File: config.mk
export PLATFORM = sky130hd
export DESIGN_NAME = player_motion_ctrl_flat
export DESIGN_NICKNAME = d
export VERILOG_FILES = /design/src/rtl/player_motion_ctrl_if.sv /design/src/rtl/player_motion_ctrl.sv /design/src/flat_wrapper.sv
export SDC_FILE = /design/constraint.sdc
export NUM_CORES = 1
export LEC_CHECK = 0
export CAP_MARGIN = 20
export CORE_MARGIN = 2
export CORE_UTILIZATION = 60
export CTS_BUF_LIST = sky130_fd_sc_hd__clkbuf_16
export CTS_CLUSTER_DIAMETER = 100
export DETAILED_ROUTE_END_ITERATION = 16
export GPL_ROUTABILITY_DRIVEN = 0
export PLACE_DENSITY = 0.85
export SLEW_MARGIN = 20
export SYNTH_ARGS = -nofsm -noshare
export SYNTH_HDL_FRONTEND = slang
export SYNTH_SLANG_ARGS = --single-unit
export TNS_END_PERCENT = 100
File: constraint.sdc
create_clock -name clk_i -period 13.64 [get_ports clk_i]
set_input_delay 2.046 -clock clk_i [delete_from_list [all_inputs] [get_ports clk_i]]
set_output_delay 2.046 -clock clk_i [all_outputs]
set_load 0.05 [all_outputs]
File: src/rtl/player_motion_ctrl_if.sv
// Player motion controller bus: keyboard/player-state inputs, level-grid probe
// port and committed player-state outputs.
//   master : environment side (keyboard decoder, renderer, level-grid RAM)
//   slave  : player_motion_ctrl
// Signals:
//   start, turn_right, turn_left, move_fwd, move_back   update request and keys
//   cur_pos_x/y, cur_angle, dir_x/y                     current player state + step
//   grid_x/y, grid_req, grid_out                        level-grid probe port
//   next_pos_x/y, next_angle, blocked, busy, done       committed state and status
interface player_motion_ctrl_if #(
    parameter int unsigned X_W    = 18,
    parameter int unsigned Y_W    = 17,
    parameter int unsigned ANG_W  = 8,
    parameter int unsigned GX_W   = 6,
    parameter int unsigned GY_W   = 5,
    parameter int unsigned CELL_W = 3
);
    logic              start;
    logic              turn_right;
    logic              turn_left;
    logic              move_fwd;
    logic              move_back;
    logic [X_W-1:0]    cur_pos_x;
    logic [Y_W-1:0]    cur_pos_y;
    logic [ANG_W-1:0]  cur_angle;
    logic [X_W-1:0]    dir_x;
    logic [Y_W-1:0]    dir_y;
    logic [GX_W-1:0]   grid_x;
    logic [GY_W-1:0]   grid_y;
    logic              grid_req;
    logic [CELL_W-1:0] grid_out;
    logic [X_W-1:0]    next_pos_x;
    logic [Y_W-1:0]    next_pos_y;
    logic [ANG_W-1:0]  next_angle;
    logic              blocked;
    logic              busy;
    logic              done;

    modport master (
        output start, turn_right, turn_left, move_fwd, move_back,
        output cur_pos_x, cur_pos_y, cur_angle, dir_x, dir_y,
        output grid_out,
        input  grid_x, grid_y, grid_req,
        input  next_pos_x, next_pos_y, next_angle, blocked, busy, done
    );

    modport slave (
        input  start, turn_right, turn_left, move_fwd, move_back,
        input  cur_pos_x, cur_pos_y, cur_angle, dir_x, dir_y,
        input  grid_out,
        output grid_x, grid_y, grid_req,
        output next_pos_x, next_pos_y, next_angle, blocked, busy, done
    );
endinterface

File: src/rtl/player_motion_ctrl.sv
// Per-frame player motion controller for the raycaster datapath.
// On a rate-limited start it turns and translates the player, probing the
// level grid for walls; with PLAYER_SLIDE_EN defined, a blocked diagonal move
// retries along x only, then y only (wall slide).
// Ports:
//   clk_i  system clock, rising edge
//   rst_i  asynchronous, active-high reset
//   bus    player_motion_ctrl_if.slave (keys, current state, grid probe, results)
// Configuration macro: PLAYER_SLIDE_EN
module player_motion_ctrl #(
    parameter int unsigned X_W        = 18,
    parameter int unsigned Y_W        = 17,
    parameter int unsigned ANG_W      = 8,
    parameter int unsigned TILE_SHIFT = 12,
    parameter int unsigned GX_W       = 6,
    parameter int unsigned GY_W       = 5,
    parameter int unsigned GRID_COLS  = 40,
    parameter int unsigned GRID_ROWS  = 30,
    parameter int unsigned CELL_W     = 3,
    parameter int unsigned TURN_STEP  = 10,
    parameter int unsigned TICK_W     = 20,
    parameter int unsigned SPAWN_X    = 32'h0000_8000,
    parameter int unsigned SPAWN_Y    = 32'h0000_8000,
    parameter int unsigned SPAWN_ANG  = 0
) (
    input logic                clk_i,
    input logic                rst_i,
    player_motion_ctrl_if.slave bus
);

    localparam int unsigned XI_W = X_W - TILE_SHIFT;
    localparam int unsigned YI_W = Y_W - TILE_SHIFT;

    typedef enum logic [3:0] {
        S_IDLE, S_CALC, S_P0, S_C0, S_P1, S_C1, S_P2, S_C2, S_COMMIT, S_DONE
    } state_t;

    state_t            state_q;
    logic [TICK_W-1:0] tick_q;
    logic [X_W-1:0]    sx_q, tx_q, cand_x_q, commit_x_q, next_x_q;
    logic [Y_W-1:0]    sy_q, ty_q, cand_y_q, commit_y_q, next_y_q;
    logic [ANG_W-1:0]  new_ang_q, next_ang_q;
    logic [GX_W-1:0]   grid_x_q;
    logic [GY_W-1:0]   grid_y_q;
    logic              grid_req_q, oob_q, blk_q, blocked_q, busy_q, done_q;

    logic              key_r, key_l, key_f, key_b, mv_d;
    logic [ANG_W-1:0]  new_angle_d;
    logic [X_W-1:0]    tx_d, probe_x_d;
    logic [Y_W-1:0]    ty_d, probe_y_d;
    logic [XI_W-1:0]   probe_ix;
    logic [YI_W-1:0]   probe_iy;
    logic              probe_oob_d;
    logic              free_c;

    // Key decode and target computation from the live inputs (used in CALC only)
    always_comb begin
        key_r       = bus.turn_right && !bus.turn_left;
        key_l       = bus.turn_left  && !bus.turn_right;
        key_f       = bus.move_fwd   && !bus.move_back;
        key_b       = bus.move_back  && !bus.move_fwd;
        mv_d        = key_f || key_b;
        new_angle_d = bus.cur_angle;
        tx_d        = bus.cur_pos_x;
        ty_d        = bus.cur_pos_y;
        if (key_r) begin
            new_angle_d = bus.cur_angle + ANG_W'(TURN_STEP);
        end else if (key_l) begin
            new_angle_d = bus.cur_angle - ANG_W'(TURN_STEP);
        end
        if (key_f) begin
            tx_d = bus.cur_pos_x + bus.dir_x;
            ty_d = bus.cur_pos_y + bus.dir_y;
        end else if (key_b) begin
            tx_d = bus.cur_pos_x - bus.dir_x;
            ty_d = bus.cur_pos_y - bus.dir_y;
        end
    end

    // Candidate for the probe launched on leaving the current state
    always_comb begin
        case (state_q)
            S_CALC: begin
                probe_x_d = tx_d;
                probe_y_d = ty_d;
            end
            S_C0: begin
                probe_x_d = tx_q;
                probe_y_d = sy_q;
            end
            S_C1: begin
                probe_x_d = sx_q;
                probe_y_d = ty_q;
            end
            default: begin
                probe_x_d = tx_q;
                probe_y_d = ty_q;
            end
        endcase
        probe_ix    = XI_W'(probe_x_d >> TILE_SHIFT);
        probe_iy    = YI_W'(probe_y_d >> TILE_SHIFT);
        // Range check on the full tile index so out-of-map cells read as wall
        probe_oob_d = (32'(probe_ix) >= GRID_COLS) || (32'(probe_iy) >= GRID_ROWS);
    end

    assign free_c = (bus.grid_out == '0) && !oob_q;

    always_ff @(posedge clk_i or posedge rst_i) begin
        if (rst_i) begin
            state_q    <= S_IDLE;
            tick_q     <= '0;
            sx_q       <= '0;
            sy_q       <= '0;
            tx_q       <= '0;
            ty_q       <= '0;
            cand_x_q   <= '0;
            cand_y_q   <= '0;
            commit_x_q <= '0;
            commit_y_q <= '0;
            new_ang_q  <= '0;
            next_x_q   <= X_W'(SPAWN_X);
            next_y_q   <= Y_W'(SPAWN_Y);
            next_ang_q <= ANG_W'(SPAWN_ANG);
            grid_x_q   <= '0;
            grid_y_q   <= '0;
            grid_req_q <= 1'b0;
            oob_q      <= 1'b0;
            blk_q      <= 1'b0;
            blocked_q  <= 1'b0;
            busy_q     <= 1'b0;
            done_q     <= 1'b0;
        end else begin
            tick_q     <= tick_q + TICK_W'(1);
            done_q     <= 1'b0;
            grid_req_q <= 1'b0;
            case (state_q)
                S_IDLE: begin
                    if (bus.start && (tick_q == '0)) begin
                        state_q <= S_CALC;
                        busy_q  <= 1'b1;
                    end
                end
                S_CALC: begin
                    sx_q      <= bus.cur_pos_x;
                    sy_q      <= bus.cur_pos_y;
                    tx_q      <= tx_d;
                    ty_q      <= ty_d;
                    new_ang_q <= new_angle_d;
                    if (mv_d) begin
                        grid_x_q   <= GX_W'(probe_ix);
                        grid_y_q   <= GY_W'(probe_iy);
                        grid_req_q <= 1'b1;
                        oob_q      <= probe_oob_d;
                        cand_x_q   <= probe_x_d;
                        cand_y_q   <= probe_y_d;
                        state_q    <= S_P0;
                    end else begin
                        commit_x_q <= bus.cur_pos_x;
                        commit_y_q <= bus.cur_pos_y;
                        blk_q      <= 1'b0;
                        state_q    <= S_COMMIT;
                    end
                end
                S_P0: state_q <= S_C0;
                S_C0: begin
                    if (free_c) begin
                        commit_x_q <= cand_x_q;
                        commit_y_q <= cand_y_q;
                        blk_q      <= 1'b0;
                        state_q    <= S_COMMIT;
                    end else begin
`ifdef PLAYER_SLIDE_EN
                        grid_x_q   <= GX_W'(probe_ix);
                        grid_y_q   <= GY_W'(probe_iy);
                        grid_req_q <= 1'b1;
                        oob_q      <= probe_oob_d;
                        cand_x_q   <= probe_x_d;
                        cand_y_q   <= probe_y_d;
                        state_q    <= S_P1;
`else
                        commit_x_q <= sx_q;
                        commit_y_q <= sy_q;
                        blk_q      <= 1'b1;
                        state_q    <= S_COMMIT;
`endif
                    end
                end
`ifdef PLAYER_SLIDE_EN
                S_P1: state_q <= S_C1;
                S_C1: begin
                    if (free_c) begin
                        commit_x_q <= cand_x_q;
                        commit_y_q <= cand_y_q;
                        blk_q      <= 1'b0;
                        state_q    <= S_COMMIT;
                    end else begin
                        grid_x_q   <= GX_W'(probe_ix);
                        grid_y_q   <= GY_W'(probe_iy);
                        grid_req_q <= 1'b1;
                        oob_q      <= probe_oob_d;
                        cand_x_q   <= probe_x_d;
                        cand_y_q   <= probe_y_d;
                        state_q    <= S_P2;
                    end
                end
                S_P2: state_q <= S_C2;
                S_C2: begin
                    // Last chance: fall back to the snapshot if still walled
                    commit_x_q <= free_c ? cand_x_q : sx_q;
                    commit_y_q <= free_c ? cand_y_q : sy_q;
                    blk_q      <= !free_c;
                    state_q    <= S_COMMIT;
                end
`endif
                S_COMMIT: begin
                    next_x_q   <= commit_x_q;
                    next_y_q   <= commit_y_q;
                    next_ang_q <= new_ang_q;
                    blocked_q  <= blk_q;
                    done_q     <= 1'b1;
                    state_q    <= S_DONE;
                end
                S_DONE: begin
                    busy_q  <= 1'b0;
                    state_q <= S_IDLE;
                end
                default: begin
                    busy_q  <= 1'b0;
                    state_q <= S_IDLE;
                end
            endcase
        end
    end

    assign bus.grid_x     = grid_x_q;
    assign bus.grid_y     = grid_y_q;
    assign bus.grid_req   = grid_req_q;
    assign bus.next_pos_x = next_x_q;
    assign bus.next_pos_y = next_y_q;
    assign bus.next_angle = next_ang_q;
    assign bus.blocked    = blocked_q;
    assign bus.busy       = busy_q;
    assign bus.done       = done_q;

endmodule

File: src/flat_wrapper.sv
// flat-port wrapper written by rule: the top's interface ports become plain ports
module player_motion_ctrl_flat 
#(
    parameter int unsigned X_W        = 18,
    parameter int unsigned Y_W        = 17,
    parameter int unsigned ANG_W      = 8,
    parameter int unsigned TILE_SHIFT = 12,
    parameter int unsigned GX_W       = 6,
    parameter int unsigned GY_W       = 5,
    parameter int unsigned GRID_COLS  = 40,
    parameter int unsigned GRID_ROWS  = 30,
    parameter int unsigned CELL_W     = 3,
    parameter int unsigned TURN_STEP  = 10,
    parameter int unsigned TICK_W     = 20,
    parameter int unsigned SPAWN_X    = 32'h0000_8000,
    parameter int unsigned SPAWN_Y    = 32'h0000_8000,
    parameter int unsigned SPAWN_ANG  = 0
)
  (clk_i, rst_i, bus_start, bus_turn_right, bus_turn_left, bus_move_fwd, bus_move_back, bus_cur_pos_x, bus_cur_pos_y, bus_cur_angle, bus_dir_x, bus_dir_y, bus_grid_out, bus_grid_x, bus_grid_y, bus_grid_req, bus_next_pos_x, bus_next_pos_y, bus_next_angle, bus_blocked, bus_busy, bus_done);
  player_motion_ctrl_if #(.X_W(X_W), .Y_W(Y_W), .ANG_W(ANG_W), .GX_W(GX_W), .GY_W(GY_W), .CELL_W(CELL_W)) bus_i ();
  input logic clk_i;
  input logic rst_i;
  input wire logic [$bits(bus_i.start)-1:0] bus_start;
  input wire logic [$bits(bus_i.turn_right)-1:0] bus_turn_right;
  input wire logic [$bits(bus_i.turn_left)-1:0] bus_turn_left;
  input wire logic [$bits(bus_i.move_fwd)-1:0] bus_move_fwd;
  input wire logic [$bits(bus_i.move_back)-1:0] bus_move_back;
  input wire logic [$bits(bus_i.cur_pos_x)-1:0] bus_cur_pos_x;
  input wire logic [$bits(bus_i.cur_pos_y)-1:0] bus_cur_pos_y;
  input wire logic [$bits(bus_i.cur_angle)-1:0] bus_cur_angle;
  input wire logic [$bits(bus_i.dir_x)-1:0] bus_dir_x;
  input wire logic [$bits(bus_i.dir_y)-1:0] bus_dir_y;
  input wire logic [$bits(bus_i.grid_out)-1:0] bus_grid_out;
  output wire logic [$bits(bus_i.grid_x)-1:0] bus_grid_x;
  output wire logic [$bits(bus_i.grid_y)-1:0] bus_grid_y;
  output wire logic [$bits(bus_i.grid_req)-1:0] bus_grid_req;
  output wire logic [$bits(bus_i.next_pos_x)-1:0] bus_next_pos_x;
  output wire logic [$bits(bus_i.next_pos_y)-1:0] bus_next_pos_y;
  output wire logic [$bits(bus_i.next_angle)-1:0] bus_next_angle;
  output wire logic [$bits(bus_i.blocked)-1:0] bus_blocked;
  output wire logic [$bits(bus_i.busy)-1:0] bus_busy;
  output wire logic [$bits(bus_i.done)-1:0] bus_done;
  assign bus_i.start = bus_start;
  assign bus_i.turn_right = bus_turn_right;
  assign bus_i.turn_left = bus_turn_left;
  assign bus_i.move_fwd = bus_move_fwd;
  assign bus_i.move_back = bus_move_back;
  assign bus_i.cur_pos_x = bus_cur_pos_x;
  assign bus_i.cur_pos_y = bus_cur_pos_y;
  assign bus_i.cur_angle = bus_cur_angle;
  assign bus_i.dir_x = bus_dir_x;
  assign bus_i.dir_y = bus_dir_y;
  assign bus_i.grid_out = bus_grid_out;
  assign bus_grid_x = bus_i.grid_x;
  assign bus_grid_y = bus_i.grid_y;
  assign bus_grid_req = bus_i.grid_req;
  assign bus_next_pos_x = bus_i.next_pos_x;
  assign bus_next_pos_y = bus_i.next_pos_y;
  assign bus_next_angle = bus_i.next_angle;
  assign bus_blocked = bus_i.blocked;
  assign bus_busy = bus_i.busy;
  assign bus_done = bus_i.done;
  player_motion_ctrl #(.X_W(X_W), .Y_W(Y_W), .ANG_W(ANG_W), .TILE_SHIFT(TILE_SHIFT), .GX_W(GX_W), .GY_W(GY_W), .GRID_COLS(GRID_COLS), .GRID_ROWS(GRID_ROWS), .CELL_W(CELL_W), .TURN_STEP(TURN_STEP), .TICK_W(TICK_W), .SPAWN_X(SPAWN_X), .SPAWN_Y(SPAWN_Y), .SPAWN_ANG(SPAWN_ANG)) u_core (.clk_i(clk_i), .rst_i(rst_i), .bus(bus_i));
endmodule
==> results.cfg <==
; synthesis and place-and-route metrics
[die]
die_x_um = 148.3
die_h_um = 148.3

[clocking]
cts.clk_slew.worst_paths_ps = 70
ctsHtreeMaxLevel = 4
cts.sinks = 189

[route]
drt_first_pass_iters = 6
via_per_inst = 6.250
routedWlPerCell_um = 19.02
drt_iter0_markers = 1116
wl_um = 34440

[worst_setup_path]
r2r_end = u_core.oob_q
critPathRequiredTime_ps = 13960
slowest_stage = clkdlybuf4s50_1
startpoint = bus_cur_pos_x[0]
crit_chain = clkdlybuf4s50_1, inv_1, ha_1, inv_1, fa_1, a21o_1, a2111oi_4, a221oi_1, o31ai_1, mux2_2, nor4_1, o211ai_1, nand4b_1, o211ai_2

[timing]
finalSetupViolCount = 0
slew_viol_final = 0
skew_ps = 10.17
max_freq_mhz = 188.4
tightestPinTransition_ps = 906.2
finalHoldViolations = 0

[synth]
ys.flops = 189
syn-cell-area_mm2 = 0.01249
avgSynthCellArea_um2 = 8.600
simple_gate_area_share_pct = 18.53
ys_sh_mux_pct = 5.501
ys_top_logic_family = AND-OR/OR-AND gates

[min_path]
hp-start = u_core.new_ang_q[4]

[power_and_ir_drop]
combPwrFrac_pct = 46.4
intPower_mw = 1.503
pwr-share-clk_pct = 18.2
ir_worst_vdd_mv = 0.1466

[layout]
buf_share_pct = 10.73
antenna_cells = 0
inverters = 79
final_net_count = 1693
logic_gates = 1083
clk_share_pct = 3.988
sh_comb_area_pct = 48.06
layout_top_cell = nand2_1
sh_seq_area_pct = 32.79

[status]
run_status = complete, no violations

[global_route]
overflow = 0
grt_use_total_pct = 31.44
## routing by layer
metal  part of all wire, %  global-route usage [%]  vias up  wire (um)
met5                 0.035                       0        -         12
li1                      -                       -     5238          -
met3                   9.0                   4.417      109       3088
met1                    39                   41.21     5332      13510
met4                   4.3                   13.33        2       1490
met2                    47                   52.57      638      16340
## through the flow
| stage | hold slack, ps | area, um2 | util (%) | setup slack [ps] |
|---|---|---|---|---|
| detailed placement | 462.5 | 13850 | 68.24 | 7948 |
| global route | 495.7 | 14430 | 71.09 | 8082 |
| CTS | 481.1 | 14430 | 71.07 | 8398 |
| global placement | 455.2 | 13850 | 68.24 | 8013 |
| floorplan | 440.1 | 12490 | - | 6455 |
| finish | 481.0 | 14430 | 71.09 | 8332 |
### Placed standard cells

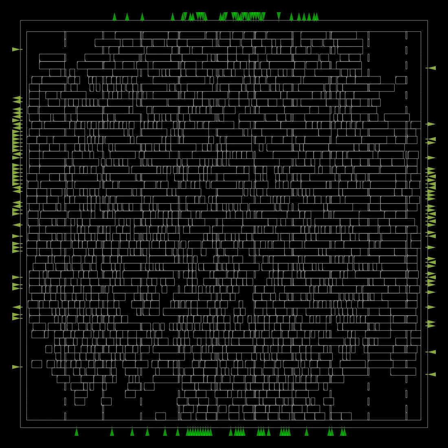
row cnt: 52
final std cells w/o fill: 1811
flop count: 189
final core occ: 71.09%

### Metal 3

Scale: 2 px per um.
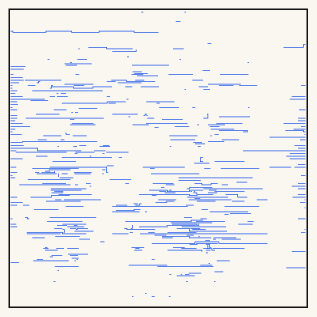
The layer holds 9.0% of the routed length. The layer carries 3090 um of wire. The longest straight run is 63.5 um. The wires run mostly horizontal. 263 nets have wire on it.

No activity file was given, so power comes from the tool's default toggle rates.
